Run 1, placement density heat map:
(2 px per um) 16 x 16 tiles, from black (low) to pale yellow (high), 0 to 100% covered.
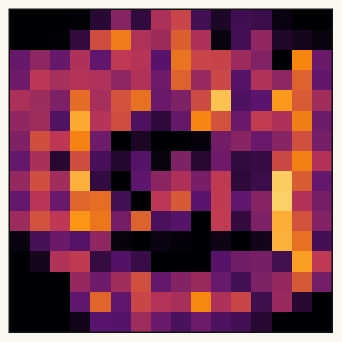
Run 1, clock wiring as the flow saved it:
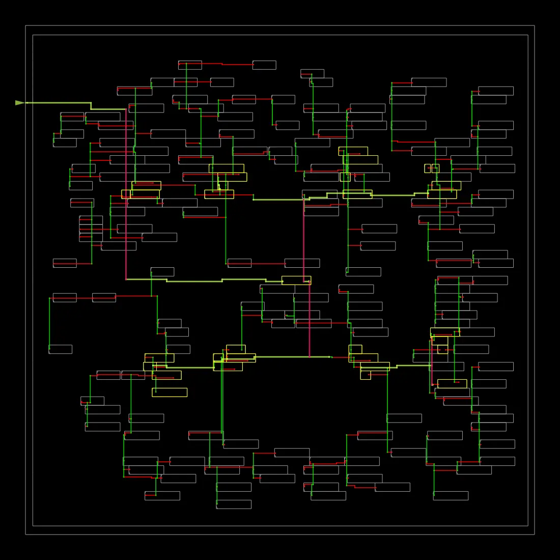
Run 1, pin map:
(2 px per um) Pins as bars across the die edge, other pins in gray.
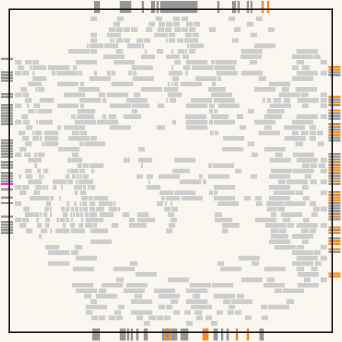
Run 1, placement by cell class:
(1.5 px per um)
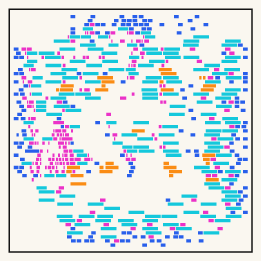
## src/rtl/imem_fetch_ctrl.sv

```systemverilog
// Instruction-fetch sequencer: owns the PC, drives imem, buffers {pc, word}.
// Ports: clk, reset, imem_a/imem_rd, redirect_*, halt, inst_* handshake, fault.
module imem_fetch_ctrl #(
  parameter logic [31:0] RESET_PC  = 32'h0000_0000,
  parameter int          MEM_WORDS = 64
) (
  input  logic        clk,
  input  logic        reset,
  output logic [31:0] imem_a,
  input  logic [31:0] imem_rd,
  input  logic        redirect_valid,
  input  logic [31:0] redirect_pc,
  input  logic        halt,
  output logic        inst_valid,
  input  logic        inst_ready,
  output logic [31:0] inst,
  output logic [31:0] inst_pc,
  output logic        fault
);

  localparam logic [29:0] MEM_LIM = 30'(MEM_WORDS);

  typedef enum logic [1:0] {
    RUN,
    HALTED,
    FAULT
  } state_t;

  state_t      state, state_n;
  logic [31:0] fetch_pc, pc_n;
  logic [1:0]  count, count_n;
  logic [31:0] e0_pc, e0_w, e1_pc, e1_w;
  logic        pop, push, oor, wr1;

  assign imem_a     = fetch_pc;
  assign inst_valid = (count != 2'd0);
  assign inst       = e0_w;
  assign inst_pc    = e0_pc;
  assign fault      = (state == FAULT);

  always_comb begin
    pop     = inst_valid & inst_ready;
    oor     = (fetch_pc[31:2] >= MEM_LIM);
    push    = 1'b0;
    state_n = state;
    if (redirect_valid) begin
      unique case (1'b1)
        (redirect_pc[1:0] != 2'b00): state_n = FAULT;
        halt:                        state_n = HALTED;
        default:                     state_n = RUN;
      endcase
    end else begin
      unique case (state)
        RUN: begin
          if (oor)
            state_n = FAULT;
          else if (halt)
            state_n = HALTED;
          else
            push = (count != 2'd2) | pop;
        end
        HALTED: if (!halt) state_n = RUN;
        FAULT:  state_n = FAULT;
        default: state_n = RUN;
      endcase
    end
    // Slot the pushed entry lands in, after any same-cycle pop.
    wr1 = ((count - {1'b0, pop}) == 2'd1);
    if (redirect_valid)
      count_n = 2'd0;
    else
      count_n = count - {1'b0, pop} + {1'b0, push};
    if (redirect_valid)
      pc_n = redirect_pc;
    else if (push)
      pc_n = fetch_pc + 32'd4;
    else
      pc_n = fetch_pc;
  end

  always_ff @(posedge clk) begin
    if (reset) begin
      state    <= RUN;
      fetch_pc <= RESET_PC;
      count    <= 2'd0;
    end else begin
      state    <= state_n;
      fetch_pc <= pc_n;
      count    <= count_n;
    end
  end

  // Data registers carry no reset; validity lives entirely in count.
  always_ff @(posedge clk) begin
    if (pop) begin
      e0_pc <= e1_pc;
      e0_w  <= e1_w;
    end
    if (push && !wr1) begin
      e0_pc <= fetch_pc;
      e0_w  <= imem_rd;
    end
    if (push && wr1) begin
      e1_pc <= fetch_pc;
      e1_w  <= imem_rd;
    end
  end

endmodule

```

## config.mk

```make
export PLATFORM = sky130hd
export DESIGN_NAME = imem_fetch_ctrl
export DESIGN_NICKNAME = d
export VERILOG_FILES = /design/src/rtl/imem_fetch_ctrl.sv
export SDC_FILE = /design/constraint.sdc
export NUM_CORES = 1
export LEC_CHECK = 0
export CAP_MARGIN = 20
export CORE_MARGIN = 2
export CORE_UTILIZATION = 25
export DETAILED_ROUTE_END_ITERATION = 12
export PLACE_DENSITY_LB_ADDON = 0.2
export SYNTH_ARGS = -nofsm -noshare
export SYNTH_HDL_FRONTEND = slang
export SYNTH_SLANG_ARGS = --single-unit
```

## constraint.sdc

```tcl
create_clock -name clk -period 7.95 [get_ports clk]
set_input_delay 1.59 -clock clk [delete_from_list [all_inputs] [get_ports clk]]
set_output_delay 1.59 -clock clk [all_outputs]
set_load 0.05 [all_outputs]
```

==> qor.csv, run 1 <==
stage;metric;value;unit
finish;Final clock-cell share;7.148;%
floorplanning;# Taps;324;
finish;Signal inverters;7;
finish;sequential portion of the cell area;51.74;%
final_timing;post-layout period usage;52.22;%
yosys;ys async rst share;0;%
global_routing;GR Overflow Total;0;
yosys;cell taking the most area after synthesis;edfxtp_1;
critical_path;Worst setup EP type;flop;
place;detailed-placement wirelength estimate;9589;um
job;maxcap violations;0;
power;Pleak;3.051;nW
routing;Detail Route met2 WL;7036;um
critical_path;Worst Path Buf+Inv;2;
power;Comb power frac;7.3;%
power;Psw;447.8;uW
final_timing;WHS;0.4981;ns
routing;vias per std cell;4.165;
finish;nets@finish;626;
yosys;Syn. warnings;0;
routing;M1 WL;6002;um
critical_path;crit path to;inst[13];
floorplanning;num ports;167;
finish;top cell category;sequential cells;
clocking;# Post-CTS Setup Buffers;0;
run_status;status;complete, no violations;
clocking;Clock Tree Root;clkbuf_16;
power;sequential share of power;48.3;%
finish;Top cells excl fill/tap;165 x clkdlybuf4s50_1, 128 x edfxtp_1, 40 x mux2_1;
final_timing;setup_tns;0;ns
critical_path;Reg2Reg Setup Slack;4.49;ns
yosys;Post-synth EDFFs;128;
routing;drt total wl;14190;um
routing;1st-iter DRT viols;167;
power;Biggest consumer;registers;
final_timing;Slew Viols, Final;0;
Back to the opening pictures, 'placement density heat map':
- tiles over 75% full: 3.9%
- mean over tiles: 33%
- nearly empty tiles: 15%
- fullest tile: 90%
- emptiest ninth of the die: bottom left
FP Util: 25.34%
core occupancy in the finished layout: 36.38%

Back to the opening pictures, 'clock wiring as the flow saved it':
clock skew: 0.01204 ns
Clock Power: 868 uW

Back to the opening pictures, 'pin map':
- magenta: halt (pins 1; direction input; edge left)
- orange: inst (pins 32; direction output; edge 23 right, 7 bottom, 2 top)
Buffers on Ports: 166
die width: 160.8 um
Die Span Y: 160.8 um

Back to the opening pictures, 'placement by cell class':
- orange: clock drivers and dummy loads (cells 32; share of their area 7.5%)
- blue: remaining buffers and delay cells (cells 169; share of their area 20%)
- magenta: combinational and other logic (cells 201; share of their area 18%)
- cyan: sequential cells (cells 164; share of their area 54%)

Run 1, wiring by layer:
(1.5 px per um)
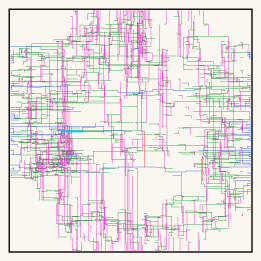

## Run 2: what changed since run 1
- clock period: 7.95 -> 3.85 ns (I/O delays scaled with it)
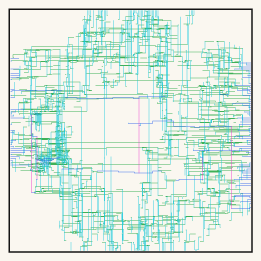
Run 2: wiring by layer
(1.5 px per um)
- cyan: metal 2 (wire length 6810 um)
- green: metal 1 (wire length 6730 um)
- blue: metal 3 (wire length 808 um)
- magenta: metal 4 (wire length 199 um)

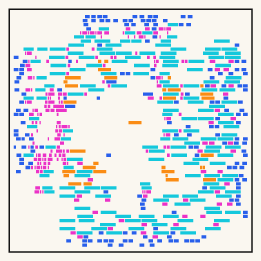
Run 2: placement by cell class
(1.5 px per um)
- blue: remaining buffers and delay cells (cells 174; share of their area 21%)
- cyan: sequential cells (cells 164; share of their area 54%)
- orange: clock drivers and dummy loads (cells 32; share of their area 7.1%)
- magenta: combinational and other logic (cells 201; share of their area 18%)

==> run 2 against run 1 <==
Effect of this change: die size did not move; clock skew increased by 0.0018 ns; worst setup slack worse by 2.8 ns; sequential share of layout area is 0.11 points lower; largest power group unchanged.
==> qor.csv, run 2 <==
stage;metric;value;unit
floorplanning;# Taps;324;
power;Clock Power;1.72;mW
finish;Final clock-cell share;6.751;%
power;Pleak;3.054;nW
finish;core occupancy in the finished layout;36.46;%
place;Buffers on Ports;166;
yosys;ys async rst share;0;%
finish;Top cells excl fill/tap;165 x clkdlybuf4s50_1, 128 x edfxtp_1, 40 x mux2_1;
critical_path;Reg2Reg Setup Slack;1.22;ns
yosys;Syn. warnings;0;
critical_path;Worst Path Buf+Inv;2;
finish;nets@finish;631;
run_status;status;complete, no violations;
critical_path;crit path to;inst[21];
routing;Detail Route met2 WL;6807;um
yosys;Post-synth EDFFs;128;
finish;Signal inverters;7;
floorplanning;FP Util;25.34;%
clocking;# Post-CTS Setup Buffers;0;
routing;M1 WL;6726;um
final_timing;Slew Viols, Final;0;
critical_path;Worst setup EP type;flop;
routing;vias per std cell;4.193;
routing;drt total wl;14540;um
power;sequential share of power;49.1;%
floorplanning;Die Span Y;160.8;um
power;Biggest consumer;registers;
floorplanning;die width;160.8;um
clocking;Hold-fix buffers, CTS;0;
global_routing;GR Overflow Total;0;
final_timing;post-layout period usage;73.28;%
final_timing;setup_tns;0;ns
finish;sequential portion of the cell area;51.63;%
final_timing;WHS;0.4869;ns
power;Psw;941.4;uW
power;Comb power frac;7.5;%
yosys;cell taking the most area after synthesis;edfxtp_1;
job;maxcap violations;0;
clocking;Clock Tree Root;clkbuf_16;
floorplanning;num ports;167;
Run 2, placement density heat map:
(2 px per um) 16 x 16 tiles, from black (low) to pale yellow (high), 0 to 100% covered.
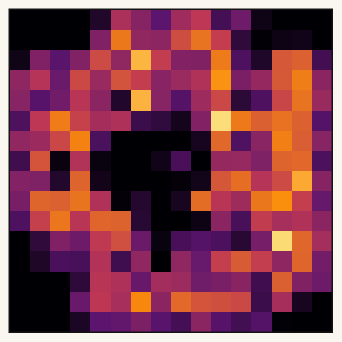

## Run 3: what changed since run 2
- clock period: 3.85 -> 2.9 ns (I/O delays scaled with it)
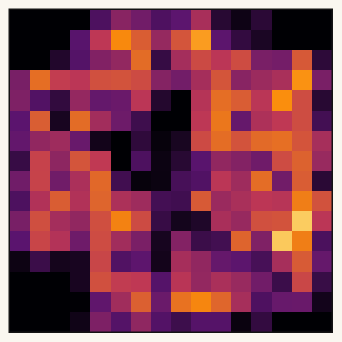
Run 3: placement density heat map
(2 px per um) 16 x 16 tiles, from black (low) to pale yellow (high), 0 to 100% covered.
- nearly empty tiles: 14%
- emptiest ninth of the die: bottom left
- densest ninth of the die: right middle

==> run 3 against run 2 <==
Effect of this change: clock power increased by about 30%; global-route usage increased by 0.17 points; critical path depth decreased by 3; clock-buffer cell count increased by 6; via count increased by 0.64%; worst hold slack improved by 0.011 ns; flip-flop count unchanged; cell count increased by 1.2%; critical endpoint unchanged; largest cell class unchanged; largest power group unchanged.
==> qor.csv, run 3 <==
stage;metric;value;unit
critical_path;Reg2Reg Setup Slack;0.23;ns
place;setup slack at placement;0.02125;ns
yosys;ys async rst share;0;%
finish;nets@finish;642;
power;Comb power frac;7.7;%
floorplanning;num ports;167;
finish;top cell category;sequential cells;
power;Biggest consumer;registers;
final_timing;setup_tns;0;ns
power;Psw;1.173;mW
routing;Detail Route met2 WL;6705;um
clocking;# Post-CTS Setup Buffers;0;
clocking;Hold-fix buffers, CTS;0;
job;maxcap violations;0;
clocking;Clock Tree Root;clkbuf_16;
yosys;Syn. warnings;0;
critical_path;Worst Path Buf+Inv;1;
critical_path;crit path to;inst[21];
floorplanning;Die Span Y;160.8;um
run_status;status;complete, no violations;
power;Clock Power;2.24;mW
clocking;total CTS buffers;17;
final_timing;Slew Viols, Final;0;
place;detailed-placement wirelength estimate;10480;um
routing;1st-iter DRT viols;217;
yosys;Post-synth EDFFs;128;
power;Pleak;3.118;nW
final_timing;WHS;0.4979;ns
routing;vias per std cell;4.169;
finish;core occupancy in the finished layout;36.96;%
finish;Final clock-cell share;6.561;%
place;Buffers on Ports;166;
global_routing;GR Overflow Total;0;
yosys;cell taking the most area after synthesis;edfxtp_1;
floorplanning;# Taps;324;
final_timing;post-layout period usage;92.05;%
finish;Top cells excl fill/tap;165 x clkdlybuf4s50_1, 128 x edfxtp_1, 40 x mux2_1;
floorplanning;die width;160.8;um
floorplanning;FP Util;25.34;%
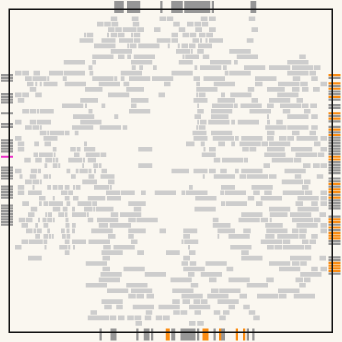
Run 3: pin map
(2 px per um) Pins as bars across the die edge, other pins in gray.
- magenta: halt (pins 1; direction input; edge left)
- orange: inst (pins 32; direction output; edge 24 right, 8 bottom)

Power figures rest on the tool's default switching activity, not on a simulated workload.
